[src/rtl/gf256_sweep_scheduler.sv]
// Two-client round-robin scheduler sharing one mod-2^W down-counting index generator.
// A granted sweep streams len+1 indices from start downward, wrapping 0 -> 2^W-1.
module gf256_sweep_scheduler #(
  parameter int W = 8
) (
  input  logic         clk,
  input  logic         rst_n,
  input  logic         req0,
  input  logic         req1,
  input  logic [W-1:0] start0,
  input  logic [W-1:0] start1,
  input  logic [W-1:0] len0,
  input  logic [W-1:0] len1,
  input  logic         hold,
  output logic         gnt0,
  output logic         gnt1,
  output logic [W-1:0] idx_out,
  output logic         idx_valid,
  output logic         idx_owner,
  output logic         done0,
  output logic         done1,
  output logic         busy
);

  typedef enum logic [1:0] {
    S_IDLE = 2'd0,
    S_RUN  = 2'd1,
    S_GAP  = 2'd2
  } state_t;

  state_t       r_state;
  logic [W-1:0] r_cnt;
  logic [W-1:0] r_rem;
  logic         r_owner;
  logic         r_ptr;
  logic         r_gnt0;
  logic         r_gnt1;
  logic         r_done0;
  logic         r_done1;

  state_t       w_state_nxt;
  logic [W-1:0] w_cnt_nxt;
  logic [W-1:0] w_rem_nxt;
  logic         w_owner_nxt;
  logic         w_ptr_nxt;
  logic         w_gnt0_nxt;
  logic         w_gnt1_nxt;
  logic         w_done0_nxt;
  logic         w_done1_nxt;
  logic         w_winner;

  // On a tie the client that did not win last time is picked.
  assign w_winner = (req0 && req1) ? ~r_ptr : req1;

  always_comb begin
    // NOTE: every output of this block gets a default first, so no path leaves one unassigned and no latch is inferred.
    w_state_nxt = r_state;
    w_cnt_nxt   = r_cnt;
    w_rem_nxt   = r_rem;
    w_owner_nxt = r_owner;
    w_ptr_nxt   = r_ptr;
    w_gnt0_nxt  = 1'b0;
    w_gnt1_nxt  = 1'b0;
    w_done0_nxt = 1'b0;
    w_done1_nxt = 1'b0;

    case (r_state)
      S_IDLE: begin
        if (req0 || req1) begin
          w_cnt_nxt   = w_winner ? start1 : start0;
          w_rem_nxt   = w_winner ? len1 : len0;
          w_owner_nxt = w_winner;
          w_ptr_nxt   = w_winner;
          w_gnt0_nxt  = ~w_winner;
          w_gnt1_nxt  = w_winner;
          w_state_nxt = S_RUN;
        end
      end
      S_RUN: begin
        if (!hold) begin
          if (r_rem == '0) begin
            w_state_nxt = S_GAP;
            w_done0_nxt = ~r_owner;
            w_done1_nxt = r_owner;
          end else begin
            // Plain modulo-2^W subtraction gives the 0 -> 2^W-1 wrap.
            w_cnt_nxt = r_cnt - W'(1);
            w_rem_nxt = r_rem - W'(1);
          end
        end
      end
      S_GAP:   w_state_nxt = S_IDLE;
      default: w_state_nxt = S_IDLE;
    endcase
  end

  // NOTE: state registers use non-blocking assignments so every flop samples pre-edge values.
  always_ff @(posedge clk or negedge rst_n) begin
    if (!rst_n) begin
      r_state <= S_IDLE;
      r_cnt   <= '0;
      r_rem   <= '0;
      r_owner <= 1'b0;
      r_ptr   <= 1'b1;
      r_gnt0  <= 1'b0;
      r_gnt1  <= 1'b0;
      r_done0 <= 1'b0;
      r_done1 <= 1'b0;
    end else begin
      r_state <= w_state_nxt;
      r_cnt   <= w_cnt_nxt;
      r_rem   <= w_rem_nxt;
      r_owner <= w_owner_nxt;
      r_ptr   <= w_ptr_nxt;
      r_gnt0  <= w_gnt0_nxt;
      r_gnt1  <= w_gnt1_nxt;
      r_done0 <= w_done0_nxt;
      r_done1 <= w_done1_nxt;
    end
  end

  assign gnt0      = r_gnt0;
  assign gnt1      = r_gnt1;
  assign done0     = r_done0;
  assign done1     = r_done1;
  assign idx_out   = r_cnt;
  assign idx_owner = r_owner;
  assign idx_valid = (r_state == S_RUN) && !hold;
  assign busy      = (r_state != S_IDLE);

endmodule

[config.mk]
export PLATFORM = sky130hd
export DESIGN_NAME = gf256_sweep_scheduler
export DESIGN_NICKNAME = d
export VERILOG_FILES = /design/src/rtl/gf256_sweep_scheduler.sv
export SDC_FILE = /design/constraint.sdc
export NUM_CORES = 1
export LEC_CHECK = 0
export ABC_AREA = 0
export CORE_MARGIN = 2
export CORE_UTILIZATION = 45
export CTS_CLUSTER_DIAMETER = 200
export DETAILED_ROUTE_END_ITERATION = 10
export GPL_TIMING_DRIVEN = 0
export PLACE_DENSITY = 0.79
export REMOVE_ABC_BUFFERS = 1
export SETUP_SLACK_MARGIN = 0.1
export SYNTH_ARGS = -nofsm -noshare
export SYNTH_HDL_FRONTEND = slang
export SYNTH_SLANG_ARGS = --single-unit
[constraint.sdc]
create_clock -name clk -period 2.25 [get_ports clk]
set_clock_uncertainty 0.15 [all_clocks]
set_input_delay 0.45 -clock clk [delete_from_list [all_inputs] [get_ports clk]]
set_output_delay 0.45 -clock clk [all_outputs]
set_load 0.02 [all_outputs]
### Routing congestion map

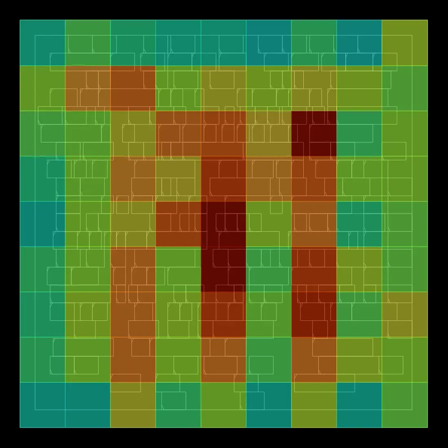
Global Route met2 Usage: 36.3%
met1 demand-to-capacity share in global routing: 26.2%

### Metal layers overlaid

The bar under the picture is 20 µm long.
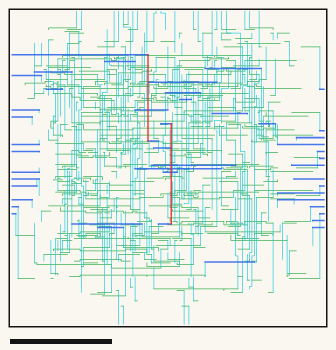
legend:
  red:
    layer: M4
    wire_length: 36.7 µm
  cyan:
    layer: M2
    wire_length: 1990 µm
  green:
    layer: M1
    wire_length: 1740 µm
  blue:
    layer: M3
    wire_length: 272 µm
Total Routing Usage GR: 20.7%
routed wire length: 4030 µm
DR WL/cell: 15.4 µm
vias after detailed routing: 1530

### Gate-type map

The bar under the picture is 20 µm long.
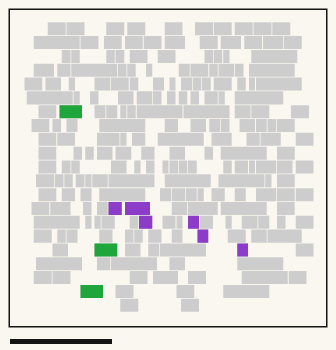
legend:
  green:
    family: fa/ha/maj cells
    cells: 3
    most_used: ha_1
  purple:
    family: and/or cells
    cells: 6
    most_used: or4_1
fraction of area in multi-input gates: 41.5%
final non-filler cell total: 261

==> flow_summary.toml <==
# physical design summary
[layout]
final_common_cell = "clkdlybuf4s50_1"
nFlopsAndLatches = 24
logic_area_um2 = 888
n_all_buffers = 55
regArea_um2 = 602
inverters = 6

[setup_path]
path_cells = "clkdlybuf4s50_1 -> nor3b_4 -> clkbuf_2"
crit_path_start_kind = "primary input"
crit_path_start = "hold"
worst_path_dominant_cell_family = "buffers and inverters"
critPathMaxStageDelay_ns = 0.52
timing.reg2reg.worst_path_depth = 7
cp_slowest_cell = "clkdlybuf4s50_1"
crit_cells = 3
worst_r2r_endpoint = "idx_out[2]"

[place]
placement.io_buffers = 51
place.gp.congestion = 0.804
detailed_place_hpwl_um = 2710

[power_and_ir_drop]
power_combinational_mw = 1.27
power.switching_mw = 0.971
share_comb_of_total_power_pct = 55.1
reg_power_share_pct = 34.8
power.sequential.total_mw = 0.802
clockPowerShare_pct = 10.2

[floorplan]
core_area_mm2 = 0.00328
floorplan.tapcells = 46
dieHeight_um = 62.2

[sta]
total_count_of_hold_check_failures_in_the_final_report = 0
report.final.setup_viol = 0
drv_slew = 0
period_minus_slack_ns = 2.11
finalClockPeriodUsage_pct = 93.7
setup_repair_after_global_routing_missed_its_margin = "yes"
max_slew_headroom_pct = 26.5

[routing]
detail_route.iter0.violations = 89
route.detailed.vias_per_inst = 5.86
antenna_left = 0

[yosys]
post_synth_inst_count = 165
yosysMostFrequentCell = "dfrtp_1"
synth.area.top_cells = "dfrtp_1 (38%), nand3_1 (5.3%), a22o_1 (4.0%), mux2_2 (3.7%), o22ai_1 (3.7%)"
async_reset_ff_share_pct = 100
largest_area_cell = "dfrtp_1"
postSynthRegisterBits = 24
synth_warnings = 0

[clock_tree]
cts-root-to-sink-buffers = 2
cts_num_sinks = 24
clock_latency_ns = 0.32

[global_routing]
grt-ovfl-total = 0
number_of_antenna_violations_at_the_first_check_in_global_routing = 0

[status]
result_of_the_run = "finished clean"
### Close-up of the layout

The bar under the picture is 5 µm long. Region (21, 34) to (41, 54) µm. Cells in gray, sequential cells in the stronger gray; small squares are vias.
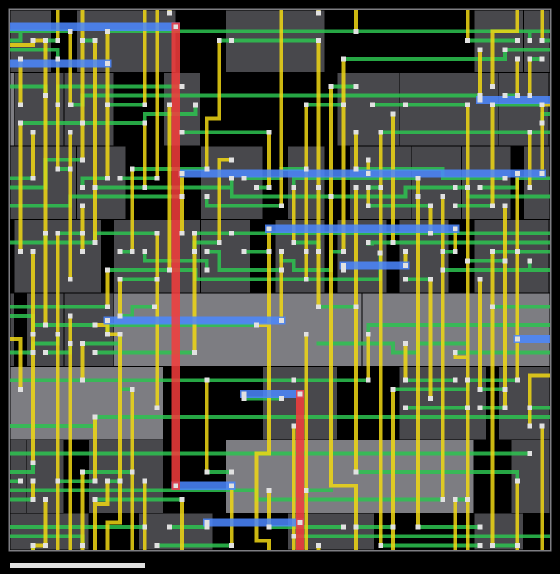
legend:
  green:
    layer: M1
  blue:
    layer: M3
  yellow:
    layer: M2
  red:
    layer: M4
most frequent: nand3_1 (6), a21oi_1 (5)
sequential cells in the window: 4
cells with their middle in the window: 40
netlist names of flops here include: idx_out (3), r_rem (1)

### Register map, names as in the netlist

The bar under the picture is 20 µm long. Other sequential cells in the stronger gray, the rest of the logic in the fainter gray.
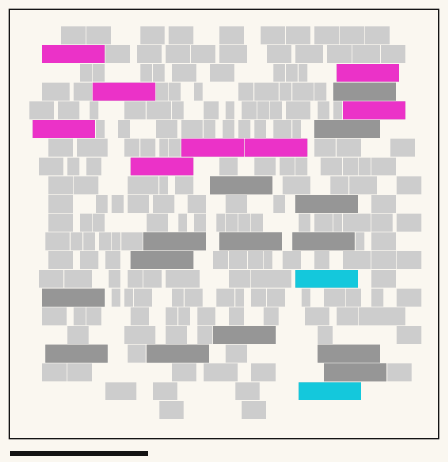
legend:
  cyan:
    name_in_the_netlist: r_state
    sequential_cells: 2
  magenta:
    name_in_the_netlist: idx_out
    sequential_cells: 8
not colored: 14
proportion of cell area occupied by registers: 28.1%
share of the core filled with cells in the final layout: 65.2%

[metrics by stage]
stage	setup WS [ns]	std cells	total power, mW	hold slack (ns)
after floorplan	0.0483	155	1.55	0.00441
after global placement	-0.753	252	1.96	0.331
after detailed placement	-0.738	252	2.00	0.343
after CTS	0.0192	257	2.24	0.362
after global routing	0.0419	261	2.48	0.376
final	0.141	261	2.31	0.367
[logic make-up (layout without fill, tap and decap cells)]
kind of cell,count (synthesis),count (layout),synth area share (%)
flip-flops,24,24,39.5
multiplexers,11,11,7.81
adder cells (fa/ha/maj),3,3,2.47
AND/OR/NAND/NOR,57,58,20.9
buffers and inverters,16,65,4.60
AND-OR/OR-AND,54,54,24.7
[repair_timing]
item	CTS	global route
pin swaps	1	1
resized	8	4
endpoints found under the setup margin	19	12
setup buffers	1	3
cloned	0	1
Power and IR drop assume default switching activity.
